==> src/rtl/fifo_drain_ctrl.sv <==
// Read-side drain controller: pops the FIFO, captures read data into a 2-entry skid buffer
// and forwards it downstream under pausa_in backpressure. FIFO_DRAIN_COUNT_EN adds rd_count.
module fifo_drain_ctrl #(
  parameter int DATA_WIDTH    = 6,
  parameter int SKID_DEPTH    = 2,
  parameter int SETTLE_CYCLES = 2
) (
  input  logic                  clk,
  input  logic                  reset,
  input  logic [DATA_WIDTH-1:0] fifo_data_in,
  input  logic                  empty_in,
  input  logic                  almost_empty_in,
  input  logic                  fifo_error_in,
  input  logic                  pausa_in,
  output logic                  pop,
  output logic [DATA_WIDTH-1:0] data_out,
  output logic                  valid_out,
  output logic                  err_out,
  output logic [7:0]            rd_count
);

  localparam logic [1:0] ST_IDLE   = 2'd0;
  localparam logic [1:0] ST_POP    = 2'd1;
  localparam logic [1:0] ST_SETTLE = 2'd2;
  localparam int         CNT_W     = $clog2(SETTLE_CYCLES + 1);

  logic [1:0]            state_q, state_d;
  logic [CNT_W-1:0]      cnt_q, cnt_d;
  logic                  pop_q;
  logic                  inflight_q;
  logic [1:0]            occ_q;
  logic                  wr_ptr_q, rd_ptr_q;
  logic [DATA_WIDTH-1:0] skid_q [SKID_DEPTH];
  logic [DATA_WIDTH-1:0] data_q;
  logic                  valid_q;
  logic                  err_q;

  logic                  out_fire;
  logic [1:0]            occ_after;
  logic [2:0]            owed;
  logic                  credit;

  // Every word already requested (pop this cycle, in flight, or buffered) owns a skid slot,
  // so a sudden pause can never overflow the buffer.
  assign out_fire  = !pausa_in && (occ_q != 2'd0);
  assign occ_after = occ_q - {1'b0, out_fire};
  assign owed      = {1'b0, occ_after} + {2'b00, inflight_q} + {2'b00, pop_q};
  assign credit    = owed < 3'(SKID_DEPTH);

  always_comb begin
    state_d = state_q;
    cnt_d   = cnt_q;
    unique case (state_q)
      ST_IDLE: begin
        if (!empty_in && credit) state_d = ST_POP;
      end
      ST_POP: begin
        if (almost_empty_in) begin
          state_d = ST_SETTLE;
          cnt_d   = CNT_W'(SETTLE_CYCLES);
        end else if (!empty_in && credit) begin
          state_d = ST_POP;
        end else begin
          state_d = ST_IDLE;
        end
      end
      ST_SETTLE: begin
        cnt_d = cnt_q - CNT_W'(1);
        if (cnt_q <= CNT_W'(1)) state_d = ST_IDLE;
      end
      default: state_d = ST_IDLE;
    endcase
  end

  // Read data arrives the cycle after pop, so it is captured one cycle behind the strobe.
  always_ff @(posedge clk or posedge reset) begin
    if (reset) begin
      state_q    <= ST_IDLE;
      cnt_q      <= '0;
      pop_q      <= 1'b0;
      inflight_q <= 1'b0;
      occ_q      <= 2'd0;
      wr_ptr_q   <= 1'b0;
      rd_ptr_q   <= 1'b0;
      for (int i = 0; i < SKID_DEPTH; i++) skid_q[i] <= '0;
      data_q     <= '0;
      valid_q    <= 1'b0;
      err_q      <= 1'b0;
    end else begin
      state_q    <= state_d;
      cnt_q      <= cnt_d;
      pop_q      <= (state_d == ST_POP);
      inflight_q <= pop_q;
      err_q      <= err_q | fifo_error_in | (pop_q & empty_in);
      if (inflight_q) begin
        skid_q[wr_ptr_q] <= fifo_data_in;
        wr_ptr_q         <= ~wr_ptr_q;
      end
      if (out_fire) begin
        data_q   <= skid_q[rd_ptr_q];
        rd_ptr_q <= ~rd_ptr_q;
      end
      valid_q <= out_fire;
      occ_q   <= occ_q + {1'b0, inflight_q} - {1'b0, out_fire};
    end
  end

  assign pop       = pop_q;
  assign data_out  = data_q;
  assign valid_out = valid_q;
  assign err_out   = err_q;

`ifdef FIFO_DRAIN_COUNT_EN
  logic [7:0] count_q;

  // Counts words as they are presented; holds at 255 rather than wrapping.
  always_ff @(posedge clk or posedge reset) begin
    if (reset) begin
      count_q <= 8'd0;
    end else if (out_fire && (count_q != 8'hFF)) begin
      count_q <= count_q + 8'd1;
    end
  end

  assign rd_count = count_q;
`else
  assign rd_count = 8'd0;
`endif

endmodule

==> config.mk <==
export PLATFORM = sky130hd
export DESIGN_NAME = fifo_drain_ctrl
export DESIGN_NICKNAME = d
export VERILOG_FILES = /design/src/rtl/fifo_drain_ctrl.sv
export SDC_FILE = /design/constraint.sdc
export NUM_CORES = 1
export LEC_CHECK = 0
export ABC_AREA = 1
export ABC_CLOCK_PERIOD_IN_PS = 2200
export CAP_MARGIN = 30
export CORE_MARGIN = 2
export CORE_UTILIZATION = 30
export CTS_BUF_LIST = sky130_fd_sc_hd__clkbuf_8
export CTS_CLUSTER_SIZE = 24
export DETAILED_ROUTE_END_ITERATION = 8
export GPL_ROUTABILITY_DRIVEN = 0
export GPL_TIMING_DRIVEN = 1
export HOLD_SLACK_MARGIN = 0.12
export PLACE_DENSITY = 0.54
export SKIP_LAST_GASP = 1
export SYNTH_ARGS = -nofsm -noshare
export SYNTH_HDL_FRONTEND = slang
export SYNTH_SLANG_ARGS = --single-unit
==> constraint.sdc <==
create_clock -name clk -period 2.2 [get_ports clk]
set_input_delay 0.44 -clock clk [delete_from_list [all_inputs] [get_ports clk]]
set_output_delay 0.44 -clock clk [all_outputs]
set_load 0.02 [all_outputs]
### Wire density map

The bar under the picture is 20 um long. The die is cut into 15 by 15 equal tiles; black is low, pale yellow is high, scaled to the fullest tile. Values are wire area over tile area, all layers added.
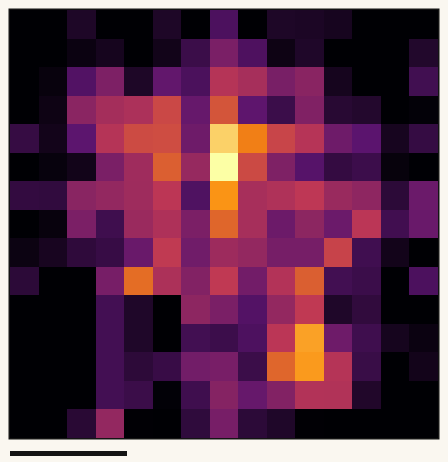
fullest tile: 0.33
densest ninth of the die: centre
nearly empty tiles: 26%

### Placement view

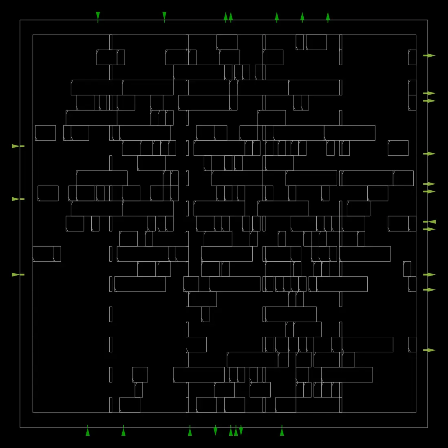
n_taps: 54
final core utilization: 0.374

==> notes.md <==
Summary of implementation figures.

Yosys
The summed standard-cell area reported by yosys is 1440 sq um. The synthesized design contains 30 register bits. Per Yosys stat, the portion of area used by sequential elements is 0.520. The total standard cell area after synthesis is 1440 sq um. The count of synthesis-stage warnings from yosys is 0. The synthesized netlist handed to floorplanning was reported with a cell count of 163.

Power and ir drop
The power per unit of standard cell area is about 1400 nW/um^2. The worst VDD IR drop from the latest analysis is between 300 and 400 uV.

STA
The final hold violation count is 0. Setup repair after global routing left no endpoint under its margin. The total negative slack is 0 ns.

Subtracting the final worst setup slack from the clock period gives about 1.8 ns.

Layout
Compared with the post-synthesis result, the final layout area differs by 21.4%. The count of cells in the finished layout, fillers not included, comes to 242.

Critical path
The critical path data arrival time is 1.34 ns. The timing report notes that buffer and inverter cells on the critical path total 1. The startpoint identified for the worst register-to-register timing path is occ_q[1]. The cell type group with the largest total delay on the critical path is buffers and inverters.

Drt
The DRC violation count after routing is 0.

Global route
The total routing usage reported by global routing is 0.107. The maximum number of pins on one net before global-route repair is 31. The initial antenna violation count is 0.

Clock tree
The clock tree from TritonCTS is done. The count of instances resized after the clock tree is built is 0. The H-tree was split into 2 levels.

The CTS buffer count is 5. The total setup buffers inserted after CTS is 0. The CTS clock-pin slew for the worst setup and hold paths is 0.07 ns.

Outcome
The run finished with clean final reports.

Min path
The type of the tightest min-delay check is flip-flop to flip-flop.

Run
Max-cap violations in this run came to 0.

Floorplan
The chip width is 73.4 um.
registers in the layout, indices dropped and copies added, names as in the netlist:
name	count
occ_q	2
pop	1
inflight_q	1
cnt_q	2
wr_ptr_q	1
err_out	1
skid_q	12
data_out	6
rd_ptr_q	1
state_q	2
valid_out	1
worst paths after layout:
path	slack [ns]	to	cells after the start
max reg2reg	0.56	state_q[0]	10
max in group asynchronous	1.38	skid_q[4]	3
min in group asynchronous	0.54	skid_q[7]	3
max	0.42	pop	1
min	0.46	err_out	2
min reg2reg	0.46	err_out	2
logic make-up after synthesis:
logic type	synth area share
simple gates	0.243
buf+inv	0.110
flops	0.520
compound gates	0.0841
fa+ha+maj	0.0347
xor+xnor	0.00607
other cells	0.00260
cell type report:
class	instances	area [sq um]
fill	492	2940
clock buffer	6	82.6
inverter	19	71.3
clock inverter	2	12.5
multi-input combinational	110	561
timing repair buffer	21	208
sequential	30	751
tap	54	67.6
worst min-delay path, stage by stage, from the launching register on:
cell	delay (ns)
sky130_fd_sc_hd__dfrtp_1	0.34
sky130_fd_sc_hd__nor2_1	0.04
sky130_fd_sc_hd__nand2_1	0.05
synth_stat cells (all sizes together):
| library cell | n | area, sq um |
|---|---|---|
| ha | 4 | 50.1 |
| o21bai | 1 | 11.3 |
| or2 | 2 | 12.5 |
| inv | 19 | 71.3 |
| xor2 | 1 | 8.76 |
| nand3b | 1 | 7.51 |
| o21ai | 13 | 110 |
| nand2 | 70 | 280 |
| nand3 | 4 | 20.0 |
| nor2 | 6 | 30.0 |
| conb | 1 | 3.75 |
| buf | 11 | 87.6 |
| dfrtp | 30 | 751 |
per-layer routing:
layer | part of all wire | global-route usage | vias up | routed length, um
li1 | - | - | 527 | -
met1 | 0.51 | 0.134 | 420 | 1250
met2 | 0.42 | 0.158 | 21 | 1040
met3 | 0.038 | 0.0370 | 7 | 93
met4 | 0.027 | 0.0606 | 0 | 65
met5 | 0 | 0 | - | 0
metrics by stage:
step / setup WS (ns) / area, sq um / hold WS [ns] / utilization / power, uW
final: 0.421 / 1750 / 0.465 / 0.374 / 2370
after global routing: 0.318 / 1750 / 0.483 / 0.374 / 2590
after CTS: 0.399 / 1750 / 0.469 / 0.374 / 2410
after detailed placement: 0.141 / 1660 / 0.454 / 0.353 / 1930
after global placement: 0.148 / 1660 / 0.448 / 0.353 / 1930
after floorplan: 0.649 / 1470 / 0.455 / - / 1680
power breakdown:
| part | total, uW | internal (uW) | switching, uW |
|---|---|---|---|
| clock network | 465 | 251 | 214 |
| logic | 921 | 398 | 523 |
| registers | 984 | 802 | 182 |
| total | 2370 | 1450 | 919 |
No activity file was given, so power comes from the tool's default toggle rates.
